$ cat config.mk
export PLATFORM = sky130hd
export DESIGN_NAME = maxpool_scheduler_flat
export DESIGN_NICKNAME = d
export VERILOG_FILES = /design/src/rtl/bnn_pool_pkg.sv /design/src/rtl/maxpool_scheduler_if.sv /design/src/rtl/maxpool_window_or.sv /design/src/rtl/maxpool_scheduler.sv /design/src/flat_wrapper.sv
export SDC_FILE = /design/constraint.sdc
export NUM_CORES = 1
export LEC_CHECK = 0
export CORE_AREA = 2 2 383 385
export CTS_CLUSTER_SIZE = 30
export DETAILED_ROUTE_END_ITERATION = 10
export DIE_AREA = 0 0 385 387
export MAX_ROUTING_LAYER = met4
export PLACE_DENSITY = 0.36
export REMOVE_ABC_BUFFERS = 1
export SYNTH_ARGS = -nofsm -noshare
export SYNTH_HDL_FRONTEND = slang
export SYNTH_HIERARCHICAL = 1
export SYNTH_SLANG_ARGS = --single-unit
$ cat constraint.sdc
create_clock -name clk -period 1.4 [get_ports clk]
set_input_delay 0.28 -clock clk [delete_from_list [all_inputs] [get_ports clk]]
set_output_delay 0.28 -clock clk [all_outputs]
set_load 0.01 [all_outputs]
$ cat src/rtl/bnn_pool_pkg.sv
// Shared types and helpers for the binary max-pool scheduler.
// Optional perf counter is enabled with MAXPOOL_SCHED_PERF_EN.
package bnn_pool_pkg;

    typedef enum logic [2:0] {
        IDLE,
        READ,
        CAPTURE,
        WRITE,
        DONE
    } pool_state_e;

    function automatic int pool_out_size(int in);
        return in / 2;
    endfunction

    function automatic int ch_width(int n);
        return (n > 1) ? $clog2(n) : 1;
    endfunction

endpackage

$ cat src/rtl/maxpool_scheduler_if.sv
// Handshake and buffer bus between layer controller, feature buffers
// and the max-pool scheduler.
interface maxpool_scheduler_if
    import bnn_pool_pkg::*;
#(
    parameter int IMG_IN_SIZE = 28,
    parameter int IC          = 10
);
    localparam int OUT  = pool_out_size(IMG_IN_SIZE);
    localparam int CH_W = ch_width(IC);

    logic                               start;
    logic                               busy;
    logic                               done;
    logic                               rd_en;
    logic [CH_W-1:0]                    rd_addr;
    logic [IMG_IN_SIZE*IMG_IN_SIZE-1:0] rd_data;
    logic                               wr_en;
    logic [CH_W-1:0]                    wr_addr;
    logic [OUT*OUT-1:0]                 wr_data;
    logic                               wr_ready;

    modport master (
        output start, rd_data, wr_ready,
        input  busy, done, rd_en, rd_addr,
        input  wr_en, wr_addr, wr_data
    );

    modport slave (
        input  start, rd_data, wr_ready,
        output busy, done, rd_en, rd_addr,
        output wr_en, wr_addr, wr_data
    );

endinterface

$ cat src/rtl/maxpool_window_or.sv
// Combinational 2x2 binary max (OR) over one square bitmap.
// Odd sizes drop the last row and column.
module maxpool_window_or
    import bnn_pool_pkg::*;
#(
    parameter int IMG_IN_SIZE = 28
) (
    input  logic [IMG_IN_SIZE*IMG_IN_SIZE-1:0] i_map,
    output logic [pool_out_size(IMG_IN_SIZE)**2-1:0] o_pool
);
    localparam int IN  = IMG_IN_SIZE;
    localparam int OUT = pool_out_size(IMG_IN_SIZE);

    for (genvar r = 0; r < OUT; r++) begin : g_row
        for (genvar c = 0; c < OUT; c++) begin : g_col
            assign o_pool[r*OUT+c] =
                i_map[(2*r)*IN + 2*c]
              | i_map[(2*r)*IN + 2*c + 1]
              | i_map[(2*r+1)*IN + 2*c]
              | i_map[(2*r+1)*IN + 2*c + 1];
        end
    end

endmodule

$ cat src/rtl/maxpool_scheduler.sv
// Time-multiplexes one 2x2 OR-pool engine across IC channel bitmaps.
// MAXPOOL_SCHED_PERF_EN adds a saturating write-stall cycle counter.
module maxpool_scheduler
    import bnn_pool_pkg::*;
#(
    parameter int IMG_IN_SIZE = 28,
    parameter int IC          = 10
) (
    input  logic                clk,
    input  logic                rst,
    maxpool_scheduler_if.slave  bus
`ifdef MAXPOOL_SCHED_PERF_EN
    ,
    output logic [31:0]         stall_cycles
`endif
);
    localparam int OUT  = pool_out_size(IMG_IN_SIZE);
    localparam int CH_W = ch_width(IC);

    pool_state_e        r_state;
    pool_state_e        w_next;
    logic [CH_W-1:0]    r_ch;
    logic [OUT*OUT-1:0] r_result;
    logic [OUT*OUT-1:0] w_pool;
    logic               w_last;
    logic               w_accept_start;

    assign w_last         = (r_ch == CH_W'(IC - 1));
    assign w_accept_start = (r_state == IDLE) && bus.start;

    maxpool_window_or #(
        .IMG_IN_SIZE(IMG_IN_SIZE)
    ) u_window (
        .i_map  (bus.rd_data),
        .o_pool (w_pool)
    );

    always_ff @(posedge clk) begin
        if (rst) begin
            r_state <= IDLE;
        end else begin
            r_state <= w_next;
        end
    end

    always_comb begin
        w_next = r_state;
        unique case (r_state)
            IDLE:    if (bus.start) w_next = READ;
            READ:    w_next = CAPTURE;
            CAPTURE: w_next = WRITE;
            WRITE: begin
                if (bus.wr_ready) begin
                    w_next = w_last ? DONE : READ;
                end
            end
            DONE:    w_next = IDLE;
            default: w_next = IDLE;
        endcase
    end

    // Outputs depend on registered state only; rd_data/wr_ready never leak through.
    always_comb begin
        bus.busy    = (r_state != IDLE);
        bus.done    = (r_state == DONE);
        bus.rd_en   = (r_state == READ);
        bus.rd_addr = (r_state == READ) ? r_ch : '0;
        bus.wr_en   = (r_state == WRITE);
        bus.wr_addr = (r_state == WRITE) ? r_ch : '0;
        bus.wr_data = (r_state == WRITE) ? r_result : '0;
    end

    always_ff @(posedge clk) begin
        if (rst) begin
            r_ch <= '0;
        end else if (w_accept_start) begin
            r_ch <= '0;
        end else if (r_state == WRITE && bus.wr_ready && !w_last) begin
            r_ch <= r_ch + 1'b1;
        end
    end

    always_ff @(posedge clk) begin
        if (rst) begin
            r_result <= '0;
        end else if (r_state == CAPTURE) begin
            r_result <= w_pool;
        end
    end

`ifdef MAXPOOL_SCHED_PERF_EN
    logic [31:0] r_stall;

    always_ff @(posedge clk) begin
        if (rst) begin
            r_stall <= '0;
        end else if (w_accept_start) begin
            r_stall <= '0;
        end else if (r_state == WRITE && !bus.wr_ready && r_stall != '1) begin
            r_stall <= r_stall + 32'd1;
        end
    end

    assign stall_cycles = r_stall;
`endif

endmodule
$ cat src/flat_wrapper.sv
// flat-port wrapper written by rule: the top's interface ports become plain ports
module maxpool_scheduler_flat import bnn_pool_pkg::*;
#(
    parameter int IMG_IN_SIZE = 28,
    parameter int IC          = 10
)
  (clk, rst, bus_start, bus_rd_data, bus_wr_ready, bus_busy, bus_done, bus_rd_en, bus_rd_addr, bus_wr_en, bus_wr_addr, bus_wr_data);
  maxpool_scheduler_if #(.IMG_IN_SIZE(IMG_IN_SIZE), .IC(IC)) bus_i ();
  input  logic clk;
  input  logic rst;
  input wire logic [$bits(bus_i.start)-1:0] bus_start;
  input wire logic [$bits(bus_i.rd_data)-1:0] bus_rd_data;
  input wire logic [$bits(bus_i.wr_ready)-1:0] bus_wr_ready;
  output wire logic [$bits(bus_i.busy)-1:0] bus_busy;
  output wire logic [$bits(bus_i.done)-1:0] bus_done;
  output wire logic [$bits(bus_i.rd_en)-1:0] bus_rd_en;
  output wire logic [$bits(bus_i.rd_addr)-1:0] bus_rd_addr;
  output wire logic [$bits(bus_i.wr_en)-1:0] bus_wr_en;
  output wire logic [$bits(bus_i.wr_addr)-1:0] bus_wr_addr;
  output wire logic [$bits(bus_i.wr_data)-1:0] bus_wr_data;
  assign bus_i.start = bus_start;
  assign bus_i.rd_data = bus_rd_data;
  assign bus_i.wr_ready = bus_wr_ready;
  assign bus_busy = bus_i.busy;
  assign bus_done = bus_i.done;
  assign bus_rd_en = bus_i.rd_en;
  assign bus_rd_addr = bus_i.rd_addr;
  assign bus_wr_en = bus_i.wr_en;
  assign bus_wr_addr = bus_i.wr_addr;
  assign bus_wr_data = bus_i.wr_data;
  maxpool_scheduler #(.IMG_IN_SIZE(IMG_IN_SIZE), .IC(IC)) u_core (.clk(clk), .rst(rst), .bus(bus_i));
endmodule
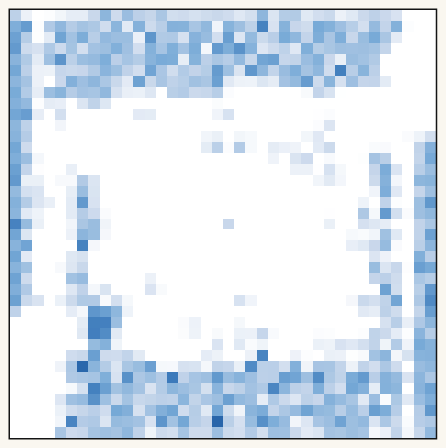
(run_1/cell_density.png)
38 x 39 tiles, from white (low) to dark blue (high), 0 to 100% covered.
tiles over 75% full	0.10%
mean over tiles	16%
fullest tile	79%

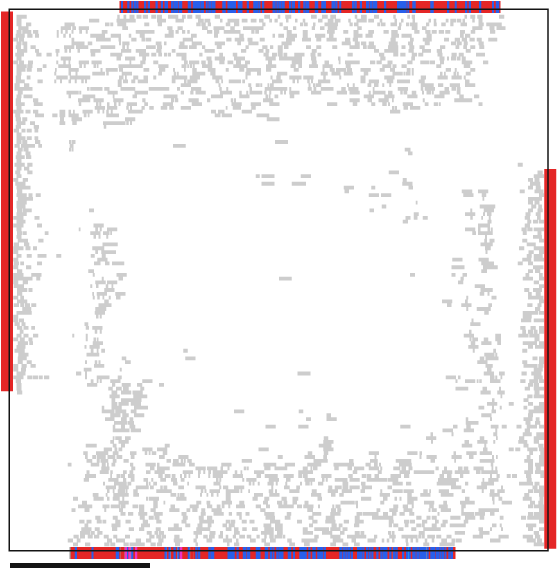
(run_1/io_placement.png)
Scale bar: 100 um. Pins as bars across the die edge, other pins in grey.
colour	port	pins	direction	edge
red	bus_rd_data	784	input	200 right, 200 left, 196 top, 188 bottom
blue	bus_wr_data	196	output	100 top, 96 bottom
cyan	clk	1	input	bottom
magenta	bus_rd_addr	4	output	bottom
all pins by edge	300 bottom, 296 top, 200 right, 200 left

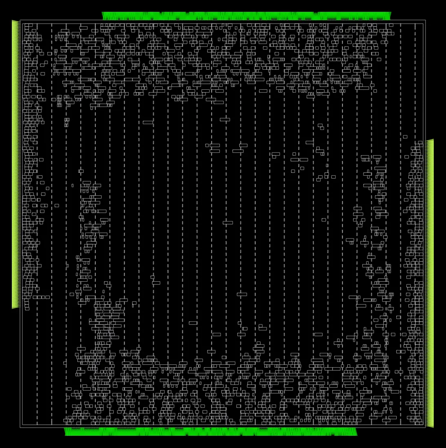
(run_1/placement.png)
n_taps: 1,917
Finished Layout Cells: 4,360

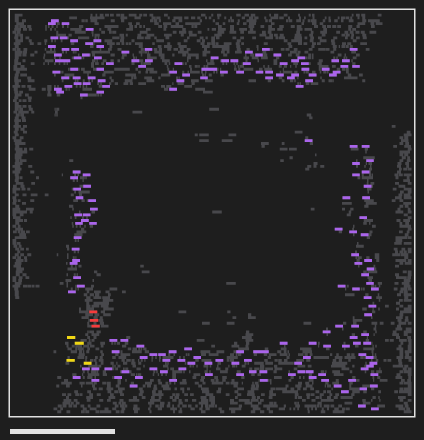
(run_1/flops_by_reg.png)
Scale bar: 100 um. Other cells in grey.
colour	netlist name	sequential cells
purple	u_core/r_result	196
red	u_core/r_state	3
yellow	u_core/r_ch	4

==> notes.md, run 1 <==
run results: layout cells sized above 1=23.0%, Syn Area/Cell=7.58 um2, Non-clock buffer share=48.6%, Initial Util=6.89%, Seq/total area=15.8%, synthesized area=9980 um2, logic share of the area=22.4%, per-cell routed wire length=22.1 um, status=complete, but fails checks, RD Place Congestion=0.848, number of global-route vias before repair=13.9k, CP max-delay cell=and3b_4, violated checks=negative setup slack, Synth Seq Share=40.7%, final setup fails=407, Via Count=13.9k, fmax=415 MHz, total power=0.0203 W, ys cells=1,317, gr ovfl total=0, fin worst setup slack=-1.01 ns, pin count of the biggest net entering global routing=97, Crit Path Class=reg2out, clk sinks=203, Yosys cell types=24
==> run 1: path summary, 6_finish.rpt <==
path              cells past startpoint  slack, ns                                 to                        startpoint
hold / removal                        3       0.37     u_core/r_state[0]$_SDFFE_PP0P_                         bus_start
hold reg to reg                       2       0.45   u_core/r_result[44]$_SDFFE_PP0P_  u_core/r_result[44]$_SDFFE_PP0P_
setup reg to reg                      7      -0.42  u_core/r_result[177]$_SDFFE_PP0P_    u_core/r_state[1]$_SDFFE_PP0P_
setup / recovery                      7      -1.01                   bus_wr_data[172]    u_core/r_state[2]$_SDFFE_PP0P_
==> run 1: flip-flops by register name (all words and copies together), names as in the netlist <==
name / count
u_core/r_state: 3
u_core/r_result: 196
u_core/r_ch: 4
==> run 1 -> run 2 <==
Settings changed: CTS_CLUSTER_SIZE 30 to 8.
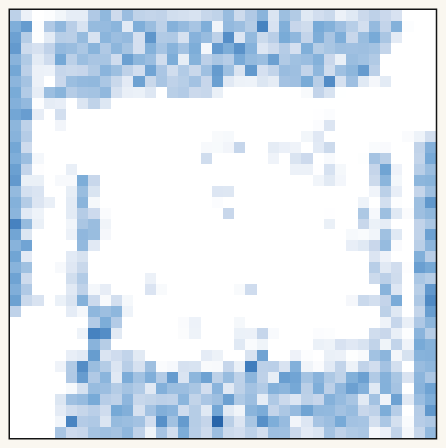
(run_2/cell_density.png)
38 x 39 tiles, from white (low) to dark blue (high), 0 to 100% covered.
fullest tile	79%
emptiest ninth of the die	middle
mean over tiles	15%
nearly empty tiles	48%
tiles over 75% full	0.10%

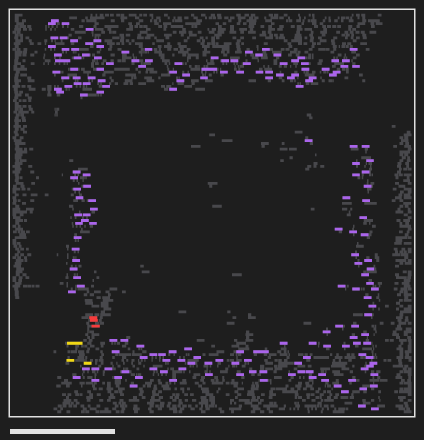
(run_2/flops_by_reg.png)
Scale bar: 100 um. Other cells in grey.
colour	netlist name	sequential cells
purple	u_core/r_result	196
red	u_core/r_state	3
yellow	u_core/r_ch	4

==> notes.md, run 2 <==
run results: reg2reg path depth=5 (-2), HP Start=bus_start, number of global-route vias before repair=13.8k (-0.20%), Crit path depth=7 (unchanged), Reg-to-Reg End=u_core/r_result[147]$_SDFFE_PP0P_, Syn Area/Cell=7.58 um2 (unchanged), per-cell routed wire length=21.2 um (-4.1%), CP max-delay cell=and3b_4, fin worst setup slack=-0.960 ns (+0.0492 ns), largest register by flop count=u_core/r_result, max reg flops=196 (unchanged), final setup fails=407 (unchanged), Finished Layout Cells=4,316 (-1.0%), status=complete, but fails checks, hold path endpoint=u_core/r_state[0]$_SDFFE_PP0P_, clk sinks=203 (unchanged), total power=0.0186 W (-8.6%), Largest regs=u_core/r_result: 196 flops, u_core/r_ch: 4 flops, u_core/r_state: 3 flops, Synth Seq Share=40.7% (unchanged), fmax=424 MHz (+2.1%), Crit Path Class=reg2out, pin count of the biggest net entering global routing=97 (unchanged), Via Count=13.7k (-1.5%), violated checks=negative setup slack
## run 2: cell type report
type                    count  area, um2
diodes                     11       27.5
clock buffers              32        757
fillers                 16300     120000
inverters                   4       15.0
multi-input cells        1020       5730
flip-flops and latches    203       4070
well taps                1917       2400
repair buffers           1129      12100
## run 2: logic make-up (layout without fill, tap and decap cells)
kind of cell	Yosys count	after routing	synth area share, %
AOI/OAI and AO/OA	209	209	10.6
adders and majority gates	2	2	0.251
buffers and inverters	94	1165	4.87
DFF	203	203	40.7
other	0	11	0
and+or+nand+nor	809	809	43.6
## run 2: power breakdown
| part | switching, W | total [W] | internal (W) |
|---|---|---|---|
| combinational | 0.00192 | 0.00507 | 0.00316 |
| sequential | 0.000637 | 0.00700 | 0.00636 |
| clock | 0.00281 | 0.00651 | 0.00370 |
==> run 2 -> run 3 <==
Settings changed: CAP_MARGIN set to 5.
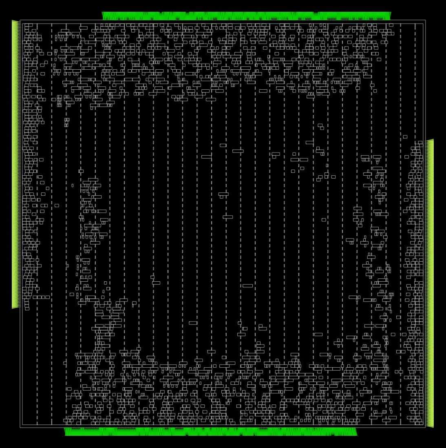
(run_3/placement.png)
Rows: 140
Seq/total area: 16.2%
Flop Count: 203
# fillers: 16.3k
Finished Layout Cells: 4,316

==> notes.md, run 3 <==
run results: Biggest Area Class=non-clock buffers, aoi share=10.6% (unchanged), Simple-Gate Fraction of Synth Area=43.6% (unchanged), Clock power frac=35.0% (about the same), fin worst setup slack=-0.960 ns (unchanged), Sw Ratio=28.9% (unchanged), Clock Buffer Count=32 (unchanged), final setup fails=407 (unchanged), number of global-route vias before repair=13.8k (unchanged), CP max-delay cell=and3b_4, total power=0.0186 W (unchanged), Crit Path Class=reg2out, Via Count=13.7k (unchanged), per-cell routed wire length=21.2 um (unchanged), reg2reg path depth=5 (unchanged), fmax=424 MHz (unchanged), Non-clock buffer share=48.2% (unchanged), pin count of the biggest net entering global routing=97 (unchanged), max reg flops=196 (unchanged), clk sinks=203 (unchanged), Comb pwr share=27.3% (about the same), violated checks=negative setup slack, Comb gates=1,020 (unchanged), status=complete, but fails checks, internal power=0.0132 W (unchanged)
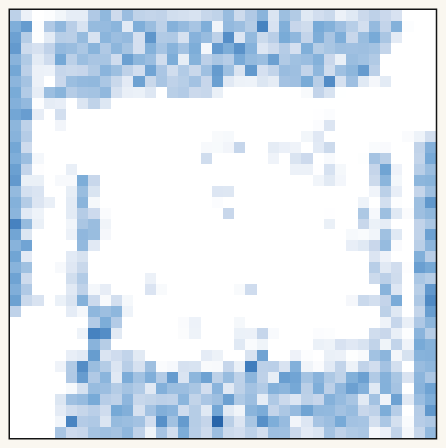
(run_3/cell_density.png)
38 x 39 tiles, from white (low) to dark blue (high), 0 to 100% covered.
fullest tile	79%
tiles over 75% full	0.10%
mean over tiles	15%
emptiest ninth of the die	middle
nearly empty tiles	48%

-- run 3: timing repair --
item,4_1_cts,5_1_grt
resized,141,505
buffers inserted,0,29
hold buffers,1,0
endpoints found under the hold margin,2,0
setup endpoints to repair,407,408
pin swaps,0,19
gates cloned,0,13
-- run 3: power by group through the flow --
| stage | Combinational, W | Clock, W | Sequential, W |
|---|---|---|---|
| 4_1_cts | 0.00486 | 0.00694 | 0.00703 |
| 3_5_place_dp | 0.00485 | 0 | 0.00715 |
| 2_1_floorplan | 0.00124 | 0 | 0.00664 |
| 6_report | 0.00507 | 0.00651 | 0.00700 |
| 3_3_place_gp | 0.00482 | 0 | 0.00717 |
| 5_1_grt | 0.00549 | 0.00713 | 0.00706 |
Power and IR drop assume default switching activity.
